Fig. 1: run 1, port wiring
The bar under the picture is 20 um long.
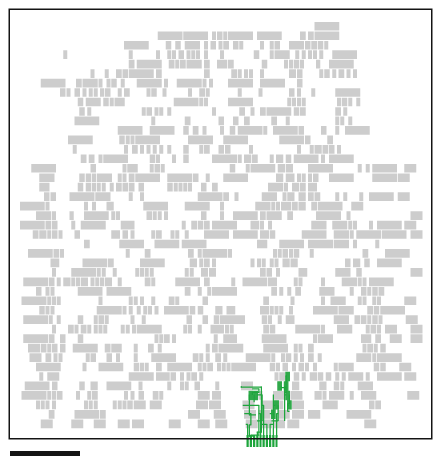
Fig. 2: run 1, signal wires by layer
Two of the layers only.
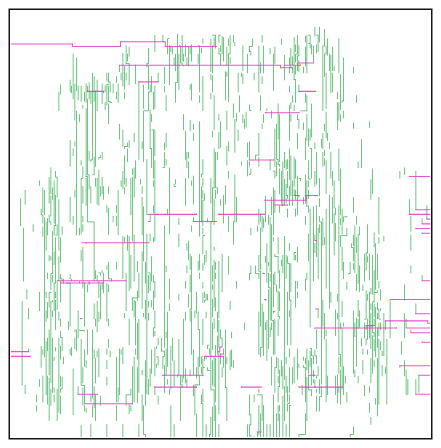
Fig. 3: run 1, signal wires on met1
The bar under the picture is 20 um long. Supply wires on this layer in gray. Cells faint in the background.
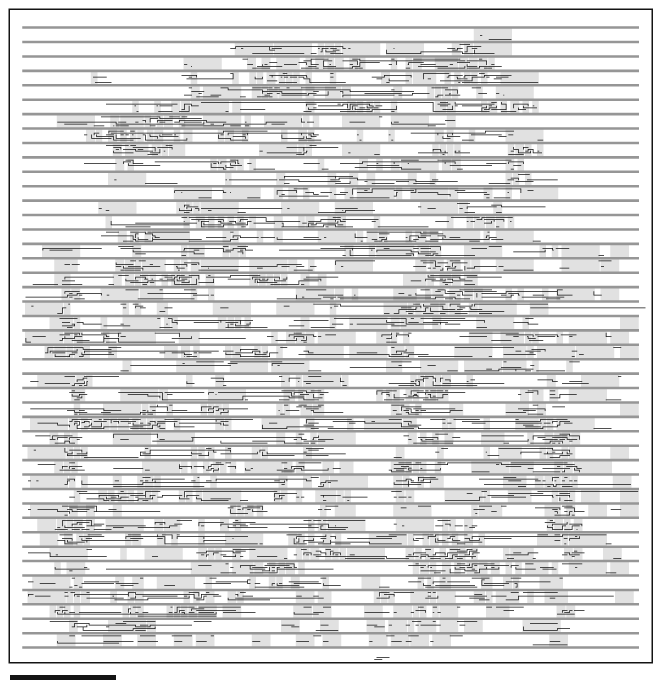
<file path="config.mk">
export PLATFORM = sky130hd
export DESIGN_NAME = score_digit_ctrl
export DESIGN_NICKNAME = d
export VERILOG_FILES = /design/src/rtl/score_pkg.sv /design/src/rtl/bin2bcd_seq.sv /design/src/rtl/score_digit_ctrl.sv
export SDC_FILE = /design/constraint.sdc
export NUM_CORES = 1
export LEC_CHECK = 0
export ABC_AREA = 1
export CORE_AREA = 2 2 119 121
export CTS_BUF_LIST = sky130_fd_sc_hd__clkbuf_2
export DETAILED_ROUTE_END_ITERATION = 8
export DIE_AREA = 0 0 121 123
export GPL_ROUTABILITY_DRIVEN = 0
export HOLD_SLACK_MARGIN = 0.1
export MAX_ROUTING_LAYER = met4
export PLACE_DENSITY_LB_ADDON = 0.1
export SYNTH_ARGS = -nofsm -noshare
export SYNTH_HDL_FRONTEND = slang
export SYNTH_SLANG_ARGS = --single-unit
</file>
<file path="constraint.sdc">
create_clock -name vga_clk -period 5.71 [get_ports vga_clk]
set_input_delay 1.142 -clock vga_clk [delete_from_list [all_inputs] [get_ports vga_clk]]
set_output_delay 1.142 -clock vga_clk [all_outputs]
set_load 0.005 [all_outputs]
</file>
<file path="src/rtl/score_pkg.sv">
// Shared constants, conversion state encoding and the double-dabble nibble
// correction used by the score display block.
package score_pkg;

    typedef enum logic [1:0] {
        IDLE  = 2'd0,
        SHIFT = 2'd1,
        DONE  = 2'd2
    } conv_state_e;

    localparam int GLYPH_W     = 10;
    localparam int GLYPH_H     = 14;
    localparam int SHEET_W     = 100;
    localparam int NUM_DIGITS  = 4;
    localparam int SCALE       = 2;
    localparam int COMMIT_LINE = 480;

    localparam int BIN_W  = 14;
    localparam int BCD_W  = 4 * NUM_DIGITS;
    localparam int ADDR_W = $clog2(SHEET_W * GLYPH_H);

    localparam logic [BIN_W-1:0] SCORE_MAX = BIN_W'(9999);

    // Double-dabble correction: a nibble of 5 or more would exceed 9 after
    // the next shift, so pre-add 3 to carry into the next decimal digit.
    function automatic logic [3:0] dabble_adj(input logic [3:0] nib);
        return (nib >= 4'd5) ? nib + 4'd3 : nib;
    endfunction

endpackage

</file>
<file path="src/rtl/bin2bcd_seq.sv">
// Sequential 14-bit binary to 4-digit BCD converter, one double-dabble
// iteration per cycle. Inputs above 9999 saturate on load.
module bin2bcd_seq
    import score_pkg::*;
(
    input  logic             vga_clk,
    input  logic             reset_n,
    input  logic             start_i,
    input  logic [BIN_W-1:0] bin_i,
    output logic             busy_o,
    output logic             done_o,
    output logic [BCD_W-1:0] bcd_o
);

    localparam logic [3:0] ITER_LAST = 4'(BIN_W - 1);

    conv_state_e      state_q, state_d;
    logic [3:0]       cnt_q, cnt_d;
    logic [BIN_W-1:0] bin_q, bin_d;
    logic [BCD_W-1:0] bcd_q, bcd_d;
    logic [BCD_W-1:0] bcd_adj;

    // Next-state logic: load on start, shift 14 times, then one DONE cycle.
    always_comb begin
        // NOTE: every combinational output gets a default first so no branch can infer a latch.
        state_d = state_q;
        cnt_d   = cnt_q;
        bin_d   = bin_q;
        bcd_d   = bcd_q;
        bcd_adj = {dabble_adj(bcd_q[15:12]), dabble_adj(bcd_q[11:8]),
                   dabble_adj(bcd_q[7:4]),   dabble_adj(bcd_q[3:0])};
        case (state_q)
            IDLE: begin
                if (start_i) begin
                    bin_d   = (bin_i > SCORE_MAX) ? SCORE_MAX : bin_i;
                    bcd_d   = '0;
                    cnt_d   = '0;
                    state_d = SHIFT;
                end
            end
            SHIFT: begin
                {bcd_d, bin_d} = {bcd_adj, bin_q} << 1;
                cnt_d          = cnt_q + 4'd1;
                if (cnt_q == ITER_LAST) begin
                    state_d = DONE;
                end
            end
            DONE: begin
                state_d = IDLE;
            end
            default: begin
                state_d = IDLE;
            end
        endcase
    end

    // State and datapath registers with synchronous active-low reset.
    always_ff @(posedge vga_clk) begin
        // NOTE: sequential state is written only with non-blocking assignments.
        if (!reset_n) begin
            state_q <= IDLE;
            cnt_q   <= '0;
            bin_q   <= '0;
            bcd_q   <= '0;
        end else begin
            state_q <= state_d;
            cnt_q   <= cnt_d;
            bin_q   <= bin_d;
            bcd_q   <= bcd_d;
        end
    end

    assign busy_o = (state_q != IDLE);
    assign done_o = (state_q == DONE);
    assign bcd_o  = bcd_q;

endmodule

</file>
<file path="src/rtl/score_digit_ctrl.sv">
// Four-digit score overlay: buffers score requests, converts them to BCD,
// commits new digits only at the start of vertical blanking, and produces
// glyph-ROM addresses plus a 2-cycle delayed pixel-enable.
module score_digit_ctrl
    import score_pkg::*;
#(
    parameter int X0 = 16,
    parameter int Y0 = 16
) (
    input  logic              vga_clk,
    input  logic              reset_n,
    input  logic [9:0]        DrawX,
    input  logic [9:0]        DrawY,
    input  logic              blank,
    input  logic [BIN_W-1:0]  score,
    input  logic              score_valid,
    output logic [ADDR_W-1:0] rom_address,
    output logic              digit_on,
    output logic              busy
);

    localparam logic [9:0] X_LO     = 10'(X0);
    localparam logic [9:0] X_HI     = 10'(X0 + NUM_DIGITS * GLYPH_W * SCALE - 1);
    localparam logic [9:0] Y_LO     = 10'(Y0);
    localparam logic [9:0] Y_HI     = 10'(Y0 + GLYPH_H * SCALE - 1);
    localparam logic [9:0] COMMIT_Y = 10'(COMMIT_LINE);
    localparam logic [3:0] COL_LAST = 4'(GLYPH_W - 1);
    localparam logic       SUB_LAST = 1'(SCALE - 1);

    logic             conv_start, conv_busy, conv_done;
    logic [BIN_W-1:0] conv_value;
    logic [BCD_W-1:0] conv_bcd;

    logic             pend_valid_q, pend_valid_d;
    logic [BIN_W-1:0] pend_q, pend_d;
    logic [BCD_W-1:0] shadow_q, shadow_d;
    logic [BCD_W-1:0] disp_q, disp_d;

    logic             sub_x_q, sub_x_d;
    logic [3:0]       col_q, col_d;
    logic [1:0]       idx_q, idx_d;
    logic [ADDR_W-1:0] addr_q, addr_d;
    logic             on_pipe_q, on_pipe_d;
    logic             on_q;

    logic             at_start, in_field;
    logic             cur_sub;
    logic [3:0]       cur_col;
    logic [1:0]       cur_idx;
    logic [3:0]       glyph_row, digit_val;
    logic             digit_vis;
    logic [ADDR_W-1:0] row_base, digit_base;

    bin2bcd_seq u_bin2bcd (
        .vga_clk (vga_clk),
        .reset_n (reset_n),
        .start_i (conv_start),
        .bin_i   (conv_value),
        .busy_o  (conv_busy),
        .done_o  (conv_done),
        .bcd_o   (conv_bcd)
    );

    // Request arbitration: a fresh request beats the pending one; requests
    // arriving while busy overwrite the single pending slot.
    always_comb begin
        conv_start   = 1'b0;
        conv_value   = score;
        pend_valid_d = pend_valid_q;
        pend_d       = pend_q;
        if (conv_busy) begin
            if (score_valid) begin
                pend_valid_d = 1'b1;
                pend_d       = score;
            end
        end else if (score_valid) begin
            conv_start   = 1'b1;
            pend_valid_d = 1'b0;
        end else if (pend_valid_q) begin
            conv_start   = 1'b1;
            conv_value   = pend_q;
            pend_valid_d = 1'b0;
        end
    end

    // Shadow capture on DONE; displayed digits move only at the commit pixel,
    // taking a same-cycle DONE result straight through.
    always_comb begin
        shadow_d = conv_done ? conv_bcd : shadow_q;
        disp_d   = disp_q;
        if ((DrawX == 10'd0) && (DrawY == COMMIT_Y)) begin
            disp_d = shadow_d;
        end
    end

    // Horizontal cell counters: the current pixel's position is zero at the
    // field's left edge, otherwise the value advanced on the previous pixel.
    always_comb begin
        at_start = (DrawX == X_LO);
        in_field = (DrawX >= X_LO) && (DrawX <= X_HI) && (DrawY >= Y_LO) && (DrawY <= Y_HI);
        cur_sub  = at_start ? 1'b0 : sub_x_q;
        cur_col  = at_start ? 4'd0 : col_q;
        cur_idx  = at_start ? 2'd0 : idx_q;
        sub_x_d  = cur_sub;
        col_d    = cur_col;
        idx_d    = cur_idx;
        if (in_field) begin
            if (cur_sub == SUB_LAST) begin
                sub_x_d = 1'b0;
                if (cur_col == COL_LAST) begin
                    col_d = 4'd0;
                    idx_d = cur_idx + 2'd1;
                end else begin
                    col_d = cur_col + 4'd1;
                end
            end else begin
                sub_x_d = cur_sub + 1'b1;
            end
        end
    end

    // Glyph lookup: digit select, leading-zero blanking and shift-add address.
    always_comb begin
        glyph_row = 4'((DrawY - Y_LO) >> 1);
        digit_val = disp_q[3:0];
        digit_vis = 1'b1;
        case (cur_idx)
            2'd0: begin
                digit_val = disp_q[15:12];
                digit_vis = (disp_q[15:12] != 4'd0);
            end
            2'd1: begin
                digit_val = disp_q[11:8];
                digit_vis = (disp_q[15:8] != 8'd0);
            end
            2'd2: begin
                digit_val = disp_q[7:4];
                digit_vis = (disp_q[15:4] != 12'd0);
            end
            default: begin
                digit_val = disp_q[3:0];
                digit_vis = 1'b1;
            end
        endcase
        row_base   = ADDR_W'({glyph_row, 6'b0}) + ADDR_W'({glyph_row, 5'b0})
                   + ADDR_W'({glyph_row, 2'b0});
        digit_base = ADDR_W'({digit_val, 3'b0}) + ADDR_W'({digit_val, 1'b0});
        addr_d     = row_base + digit_base + ADDR_W'(cur_col);
        on_pipe_d  = in_field & blank & digit_vis;
    end

    // All registers, synchronous active-low reset.
    always_ff @(posedge vga_clk) begin
        if (!reset_n) begin
            pend_valid_q <= 1'b0;
            pend_q       <= '0;
            shadow_q     <= '0;
            disp_q       <= '0;
            sub_x_q      <= 1'b0;
            col_q        <= '0;
            idx_q        <= '0;
            addr_q       <= '0;
            on_pipe_q    <= 1'b0;
            on_q         <= 1'b0;
        end else begin
            pend_valid_q <= pend_valid_d;
            pend_q       <= pend_d;
            shadow_q     <= shadow_d;
            disp_q       <= disp_d;
            sub_x_q      <= sub_x_d;
            col_q        <= col_d;
            idx_q        <= idx_d;
            addr_q       <= addr_d;
            on_pipe_q    <= on_pipe_d;
            on_q         <= on_pipe_q;
        end
    end

    assign rom_address = addr_q;
    assign digit_on    = on_q;
    assign busy        = conv_busy;

endmodule

</file>
==> CHANGELOG.md, run 1 <==
### Changed

- Yosys synthesis chip area: 5370 um2
- Post-synth regs: 103
- Core area: 13610 um2
- FF+latch area: 2062 um2
- Ys Warns: 0
- Fin area: roughly 6100 um2
- Final Core Density: 0.4486
- Diode count: 0
- Outcome: finished clean
- Synth top cell by count: nand2_1
- NetSw: roughly 0.36 mW
- Hold Path End: digit_on
- GRT Max-Usage Layer: met2
- OpenROAD warning count: 37
- Worst setup SP type: input port
- Syn avg cell area: 7.038 um2
- HPWL Detailed: 8803 um
- Kind of end point of the critical path: flip-flop
- Pre-CTS setup slack: between 200 and 250 ps
- Top cells, area: dfxtp_1 (38%), nand2_1 (10%), inv_1 (8.9%)
- Global Route met3 Usage: 0.02860
- Worst Tran Pin Value: between 800 and 900 ps
- Final Hold Viols: 0
- Synth top cells by count: nand2_1 (145), inv_1 (127), dfxtp_1 (103), a21oi_1 (78), nor2_1 (77)
- CTS Root Cell: clkbuf_2
- Clock skew: 24.67 ps
- Latency at later pin: 590 ps
- Reg-to-Reg Start: idx_q[0]
- HP Class: flip-flop to flip-flop
- Final Max Slew Viols: 0
- Clk slew on worst S/H paths: around 280 ps
- Post-Synthesis Net Count: approximately 840
- Overall die width: 121 um
- Nets@finish: 882
-- Fig. 1 (at the start) --
Green marks DrawX, bits 10, direction input, end cells 9, buffers 10, wire 153 um.
I/O pin count: 51
port bufs: 50

-- Fig. 2 (at the start) --
Green marks met2, wire length 5810 um. Magenta marks met3, wire length 455 um.
Post-Route WL: 12200 um
Routed WL per cell: 12.33 um

-- Fig. 3 (at the start) --
826 nets have wire on it. The longest straight run is 43.7 um.
Vias: 4809
met1 usage: 0.2187

-- run 1: layer usage --
| metal | vias up | share of wire |
|---|---|---|
| met5 | - | 0 |
| met4 | 0 | 0.015 |
| met3 | 18 | 0.037 |
| met2 | 85 | 0.48 |
| met1 | 2189 | 0.47 |
| li1 | 2517 | - |
-- run 1: power by group through the flow --
stage / registers [mW] / clock network [mW] / logic [mW]
after floorplan: 0.767 / 0 / 0.110
after global placement: 0.768 / 0 / 0.183
after detailed placement: 0.768 / 0 / 0.186
after CTS: 0.756 / 0.319 / 0.187
after global routing: 0.759 / 0.350 / 0.210
final: 0.755 / 0.302 / 0.185
-- run 1: cell families (layout without fill, tap and decap cells) --
kind of cell             after synthesis  in the layout  share of synthesized area
AND/OR/NAND/NOR                      288            288                     0.2253
AND-OR/OR-AND                        174            174                     0.1708
buffers and inverters                154            200                     0.1102
flip-flops                           103            103                     0.3840
adder cells (fa/ha/maj)               40             40                     0.1030
XOR/XNOR                               3              3                   0.004894
multiplexers                           1              1                   0.001864
-- run 1: flip-flops by register name, summed over array words and instances (netlist names) --
register,cells
on_pipe_q,1
disp_q,16
idx_q,2
col_q,4
sub_x_q,1
u_bin2bcd.state_q,2
shadow_q,16
pend_q,14
pend_valid_q,1
u_bin2bcd.bin_q,14
u_bin2bcd.cnt_q,4
u_bin2bcd.bcd_o,16
rom_address,11
digit_on,1
-- run 1: worst register-to-register path: cells and delay by family (launching register included) --
family                     cells  cell delay, ps
adders and majority gates      5            1770
and+or+nand+nor                5             460
buffers and inverters          3             270
AOI/OAI and AO/OA              7             800
DFF                            1             360
Fig. 4: run 1, sequential cells colored by netlist name
The bar under the picture is 20 um long. Other sequential cells in the stronger gray, the rest of the logic in the fainter gray.
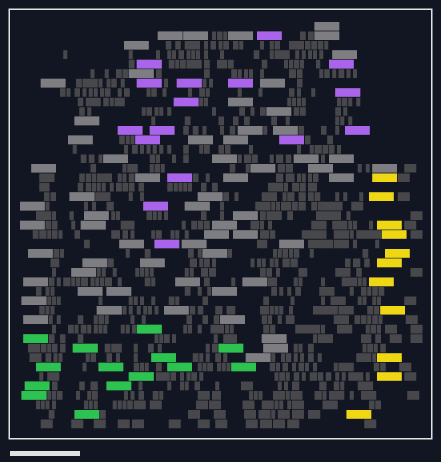

==> inputs of run 2 (changes only) <==
- clock period: 5.71 -> 4.2 ns (I/O delays scaled with it)
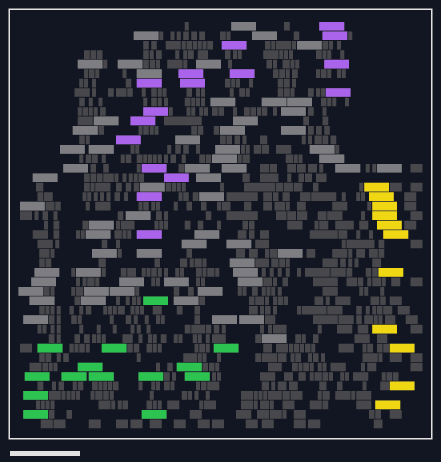
Fig. 5. Sequential cells colored by netlist name (run 2).
The bar under the picture is 20 um long. Other sequential cells in the stronger gray, the rest of the logic in the fainter gray.
Yellow marks rom_address, flops 11. Green marks pend_q, flops 14. Purple marks shadow_q, flops 16.
P_seq: 1.03 mW
Final Core Density: 0.4794

==> CHANGELOG.md, run 2 <==
### Changed

- AO/OA Area Share: 0.1708
- Synth top cell by count: nand2_1
- Vias: 4912
- Final Max Slew Viols: 0
- Highest Signal Layer: met4
- Top cells, area: dfxtp_1 (38%), nand2_1 (10%), inv_1 (8.9%)
- Worst setup SP type: input port
- Met3 wire length: 465 um
- Simple share: 0.2253
- CTS Root Cell: clkbuf_2
- HPWL Detailed: 9019 um
- Overall die width: about 120 um
- Mux frac, synth: 0.001864
- Ys Warns: 0
- Met2 WL post-DR: 5886 um
- Routed WL per cell: approximately 12 um
- OpenROAD warning count: 38
- Synth Area in Adders: 0.1030
- Post-Route WL: approximately 12000 um
- Post-Synthesis Net Count: 841
- Clock skew: 24.23 ps
- M1 wire length: 5633 um
- Latency at later pin: between 500 and 600 ps
- Outcome: finished clean
- Hold Path End: digit_on
- I/O pin count: 51
- Largest logic family: simple AND/OR/NAND/NOR gates
- Clk slew on worst S/H paths: 270 ps
- Port bufs: 50
- Yosys synthesis chip area: about 5400 um2
- XORs/XNORs by Area: 0.004893
- Nets@finish: roughly 920
## run 2: report_power, final
group | total, mW | switching [mW] | internal (mW) | leakage [nW]
logic | 0.267 | 0.150 | 0.117 | 2.04
clock network | 0.470 | 0.327 | 0.142 | 0.0698
registers | 1.03 | 0.0139 | 1.01 | 0.837
total | 1.76 | 0.491 | 1.27 | 2.95
## run 2: per-stage QoR
| step | total power [mW] | setup slack, ps | cell area [um2] | setup TNS [ps] |
|---|---|---|---|---|
| 2_1_floorplan | 1.195 | -9.260 | 5470 | -9.260 |
| 3_3_place_gp | 1.309 | -549.3 | 6344 | -2559 |
| 3_5_place_dp | 1.313 | -669.5 | 6344 | -3317 |
| 4_1_cts | 1.794 | 33.50 | 6457 | 0 |
| 5_1_grt | 1.870 | -52.81 | 6525 | -135.9 |
| 6_report | 1.764 | 137.3 | 6525 | 0 |
## run 2: layout make-up
cell class / instances / area (um2)
Clock inverter: 5 / 58.81
Multi-Input combinational cell: 506 / 2839
Tap cell: 180 / 225.2
Fill cell: 1386 / 7087
Clock buffer: 11 / 55.05
Sequential cell: 103 / 2062
Timing Repair Buffer: 88 / 793.3
Inverter: 129 / 491.7
## run 2: worst reg2reg max path, cell delays in order (launching register included)
cell and delay, ps:
dfxtp_1 420, nand2_4 80, buf_4 140, ha_4 160, inv_4 50, o22ai_2 60, a211oi_2 180, a21oi_2 70
fa_1 500, fa_1 540, ha_2 190, inv_2 40, fa_2 330, nor2_1 120, o21ai_1 70, nand2_1 80
nand2_1 50, nand2_1 70, a21oi_2 60, o21ai_1 110, a21oi_1 50
## run 2: repair_timing
| item | 4_1_cts | 5_1_grt |
|---|---|---|
| buffers inserted | 0 | 4 |
| resized | 0 | 12 |
| setup endpoints to repair | 0 | 4 |
Power is estimated from default activity; no workload was simulated.
